--- config.mk ---
export PLATFORM = sky130hd
export DESIGN_NAME = stage_id_pipe
export DESIGN_NICKNAME = d
export VERILOG_FILES = /design/src/rtl/stage_id_pipe.sv
export SDC_FILE = /design/constraint.sdc
export NUM_CORES = 1
export LEC_CHECK = 0
export CAP_MARGIN = 25
export CORE_AREA = 2 2 155 157
export DETAILED_ROUTE_END_ITERATION = 16
export DIE_AREA = 0 0 157 159
export PLACE_DENSITY = 0.67
export SYNTH_ARGS = -nofsm -noshare
export SYNTH_HDL_FRONTEND = slang
export SYNTH_SLANG_ARGS = --single-unit
--- constraint.sdc ---
create_clock -name clock -period 2.6 [get_ports clock]
set_clock_uncertainty 0.15 [all_clocks]
set_input_delay 0.52 -clock clock [delete_from_list [all_inputs] [get_ports clock]]
set_output_delay 0.52 -clock clock [all_outputs]
set_load 0.005 [all_outputs]
--- src/rtl/stage_id_pipe.sv ---
// rtl/stage_id_pipe.sv - Decode stage with ID/EX register, load-use stall, operand forwarding and flush
// Define STAGE_ID_FWD_EN for EX/MEM forwarding; without it any EX/MEM source match stalls decode.
module stage_id_pipe #(
   parameter int DATA_W = 32,
   parameter int CNT_W  = 16
) (
   input  logic              clock,
   input  logic              reset,
   input  logic              if_valid,
   input  logic [31:0]       if_inst,
   input  logic [DATA_W-1:0] if_pc,
   output logic              id_ready,
   output logic [4:0]        rf_rs_addr,
   output logic [4:0]        rf_rt_addr,
   input  logic [DATA_W-1:0] rf_rs_data,
   input  logic [DATA_W-1:0] rf_rt_data,
   input  logic              ex_ready,
   input  logic              flush,
   input  logic              ex_wr_en,
   input  logic              ex_is_load,
   input  logic [4:0]        ex_wr_addr,
   input  logic [DATA_W-1:0] ex_wr_data,
   input  logic              mem_wr_en,
   input  logic [4:0]        mem_wr_addr,
   input  logic [DATA_W-1:0] mem_wr_data,
   output logic              id_valid,
   output logic [31:0]       id_inst,
   output logic [DATA_W-1:0] id_pc,
   output logic [DATA_W-1:0] id_rega,
   output logic [DATA_W-1:0] id_regb,
   output logic [DATA_W-1:0] id_imm,
   output logic [CNT_W-1:0]  stall_count
);

   localparam logic [5:0] OP_ANDI = 6'h0C;
   localparam logic [5:0] OP_ORI  = 6'h0D;
   localparam logic [5:0] OP_XORI = 6'h0E;

   logic [5:0]        op;
   logic [4:0]        rs;
   logic [4:0]        rt;
   logic              ex_rs_hit;
   logic              ex_rt_hit;
   logic              mem_rs_hit;
   logic              mem_rt_hit;
   logic              hazard_stall;
   logic [DATA_W-1:0] rega_next;
   logic [DATA_W-1:0] regb_next;
   logic [DATA_W-1:0] imm_next;

   assign op         = if_inst[31:26];
   assign rs         = if_inst[25:21];
   assign rt         = if_inst[20:16];
   assign rf_rs_addr = rs;
   assign rf_rt_addr = rt;

   // A write to $0 never matches, so $0 always reads register-file data.
   assign ex_rs_hit  = ex_wr_en  && (ex_wr_addr  != 5'd0) && (ex_wr_addr  == rs);
   assign ex_rt_hit  = ex_wr_en  && (ex_wr_addr  != 5'd0) && (ex_wr_addr  == rt);
   assign mem_rs_hit = mem_wr_en && (mem_wr_addr != 5'd0) && (mem_wr_addr == rs);
   assign mem_rt_hit = mem_wr_en && (mem_wr_addr != 5'd0) && (mem_wr_addr == rt);

   always_comb begin
      imm_next = DATA_W'($signed(if_inst[15:0]));
      if (op == OP_ANDI || op == OP_ORI || op == OP_XORI)
         imm_next = DATA_W'(if_inst[15:0]);
   end

`ifdef STAGE_ID_FWD_EN
   assign hazard_stall = if_valid & ex_is_load & (ex_rs_hit | ex_rt_hit);

   // EX result is younger than MEM, so it wins; a load in EX has no data yet.
   assign rega_next = (ex_rs_hit && !ex_is_load) ? ex_wr_data  :
                      mem_rs_hit                 ? mem_wr_data : rf_rs_data;
   assign regb_next = (ex_rt_hit && !ex_is_load) ? ex_wr_data  :
                      mem_rt_hit                 ? mem_wr_data : rf_rt_data;
`else
   logic unused_fwd;

   assign hazard_stall = if_valid & (ex_rs_hit | ex_rt_hit | mem_rs_hit | mem_rt_hit);
   assign rega_next    = rf_rs_data;
   assign regb_next    = rf_rt_data;
   assign unused_fwd   = ^{ex_is_load, ex_wr_data, mem_wr_data};
`endif

   assign id_ready = ex_ready & ~hazard_stall;

   always_ff @(posedge clock) begin
      if (!reset) begin
         id_valid    <= 1'b0;
         id_inst     <= '0;
         id_pc       <= '0;
         id_rega     <= '0;
         id_regb     <= '0;
         id_imm      <= '0;
         stall_count <= '0;
      end else begin
         if (flush) begin
            id_valid <= 1'b0;
         end else if (ex_ready) begin
            if (hazard_stall) begin
               id_valid <= 1'b0;
               id_inst  <= '0;
            end else begin
               id_valid <= if_valid;
               id_inst  <= if_inst;
               id_pc    <= if_pc;
               id_rega  <= rega_next;
               id_regb  <= regb_next;
               id_imm   <= imm_next;
            end
         end
         if (hazard_stall && !flush && (stall_count != {CNT_W{1'b1}}))
            stall_count <= stall_count + CNT_W'(1);
      end
   end

endmodule

### Wiring by layer

(1.5 px per µm)
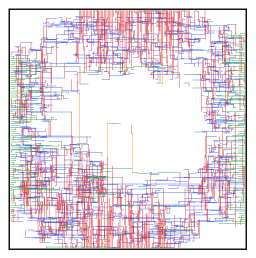
color	layer	wire length
red	met2	9400 µm
blue	met1	8340 µm
orange	met4	266 µm
green	met3	1810 µm

### Track usage over the die

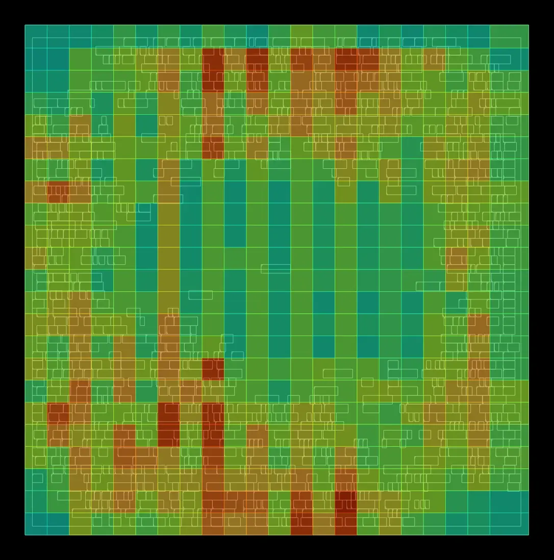
met1 Use GR: 0.182
busiest grt layer: met2

### Signal wires on met3

(1.5 px per µm)
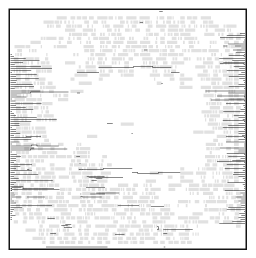
nets with wire on the layer	198
main direction	horizontal

### Register map, names as in the netlist

(1.5 px per µm)
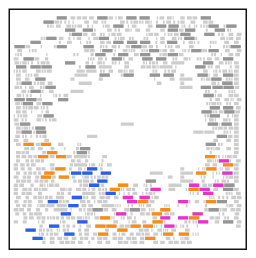
color	signal	flops
orange	`id_inst`	32
magenta	`id_imm`	17
blue	`stall_count`	16
not colored	97

### Routed clock nets over the placement

(2 px per µm)
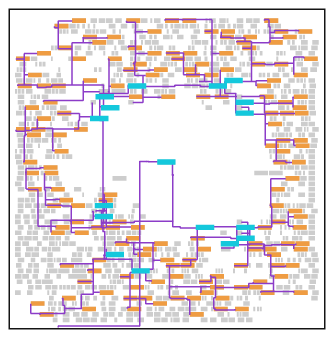
[purple] clock wires | length: 2220 µm
[orange] flip-flops | count: 162
[cyan] cells driving clock nets | count: 17
routed clock nets	18

==> run summary <==
impl run done, here's what came out: slew of the pin with the lowest slew margin 0.579 ns, logic gate share of total power 0.151, initial antenna violation count 0, iteration tally of the first detailed-router pass 5, maximum VDD drop 348 µV, Slowest Stage Delay on Critical Path 0.56 ns, Setup violations, final 0, top cells by area dfxtp_1, nand2_1, nand3_1, leading cell type by number of instances after synthesis nand2_1, # DRC 0, initial drt markers 338, fp_density 0.274, CP Class in2out, # diodes 0, Top-area cell share 0.510, Final ANT Viol Nets 0, Util after Layout 0.458, R2R depth 8, GRT overflow 0, outcome complete, no violations, Hold Worst Slack 0.289 ns, capturing point of the worst reg2reg path stall_count[1], synth cell count leaders nand2_1, dfxtp_1, nand3_1, ys async rst share 0, Synth Cell Area 6360 µm², R2R Setup Slk 0.30 ns, Tool Warnings 93, relative slew slack 0.614, routed wire length per instance 14.1 µm, CTS clk-pin slew, worst paths 0.07 ns, PortBufs 332, post-DR vias/cell 4.42, nets 1281, Placed Cells 1372, ys cells 748, Yosys top cell by area dfxtp_1, Leak 4.09 nW, Layout Cells excl Fill 1402, unrepaired setup endpoints after global routing no, crit path launch ex_wr_addr[4], Avg Synthesized Cell Area 8.50 µm², Yosys Chip Area 6360 µm², PD cells 561 nW/µm², Worst Hold Class reg2reg, clock power share 0.402, Flops after synth 162, sequential share of power 0.447, HP Start id_inst[4], TritonCTS buffer count 17
-- registers in the layout (all words and copies together) (netlist names) --
signal	count
id_rega	32
id_inst	32
id_imm	17
id_pc	32
stall_count	16
id_regb	32
id_valid	1
-- stage by stage --
step | cell area [µm²] | worst slack (ns) | total power, mW
floorplan | 6360 | 0.233 | 3.02
global placement | 10000 | -0.657 | 3.61
detailed placement | 10000 | -0.700 | 3.62
CTS | 10600 | 0.0496 | 6.06
global route | 10600 | 0.00740 | 6.23
finish | 10600 | 0.0637 | 5.95
-- final cells by class --
class / instances / area [µm²]
Timing Repair Buffer: 383 / 3730
Inverter: 6 / 22.5
Fill cell: 2267 / 12600
Clock inverter: 14 / 121
Clock buffer: 18 / 439
Tap cell: 319 / 399
Sequential cell: 162 / 3240
Multi-Input combinational cell: 500 / 2660
-- cell families after synthesis --
logic type      share of synthesized area
buf+inv                            0.0839
mux                               0.00157
flops                               0.510
fa+ha+maj                         0.00197
simple gates                        0.234
compound gates                      0.135
xor+xnor                           0.0331
-- repair_timing --
item | CTS | global route
cloned | 0 | 1
gates resized | 37 | 2
setup endpoints to repair | 52 | 47
pin swaps | 9 | 6
hold buffers | 0 | 0
-- worst min path at each step --
stage | end | cells after the start | slack, ns
finish | id_inst[4] | 2 | 0.29
global placement | id_inst[2] | 2 | 0.28
detailed placement | id_inst[4] | 2 | 0.28
global route | id_pc[3] | 3 | 0.31
CTS | id_pc[2] | 3 | 0.28
floorplan | id_inst[0] | 2 | 0.29
-- per-layer routing --
metal	part of all wire	routed length, µm	GRT usage	vias up
met5	0	0	0	-
met4	0.013	266	0.0467	0
met3	0.092	1810	0.0547	16
met2	0.47	9400	0.260	247
met1	0.42	8340	0.182	2763
li1	-	-	-	3175
-- worst reg2reg max path, delay by kind of cell, from the launching register on --
family | cells | cell delay (ns)
flip-flops | 1 | 0.44
buffers and inverters | 1 | 0.17
AND/OR/NAND/NOR | 5 | 0.80
AND-OR/OR-AND | 1 | 0.46
multiplexers | 1 | 0.18
-- cells in the final DEF (no fill, tap or decap), drive strengths merged --
master         count
o311a              1
nand2            169
or4               10
buf               53
a21oi             10
o22ai              2
o21ai            101
nor3               4
o221ai             1
nand4b             1
inv               11
nand4              3
a21boi             1
dfxtp            162
nand3            120
xor2              24
nand2b             1
ha                 1
nor2b              1
o211ai             3
a22o              16
or3                2
clkbuf            18
nor2              14
clkinv             8
o31ai              9
mux2i              1
and4               1
a22oi              2
clkdlybuf4s50    310
clkinvlp           1
and3               2
clkdlybuf4s15      1
dlygate4sd2       19
-- power by group through the flow --
| stage | Clock (mW) | Combinational [mW] | Sequential (mW) |
|---|---|---|---|
| finish | 2.40 | 0.899 | 2.66 |
| global route | 2.57 | 0.982 | 2.67 |
| CTS | 2.49 | 0.907 | 2.66 |
| detailed placement | 0 | 0.909 | 2.71 |
| global placement | 0 | 0.903 | 2.71 |
| floorplan | 0 | 0.300 | 2.72 |
Power and IR drop assume default switching activity.
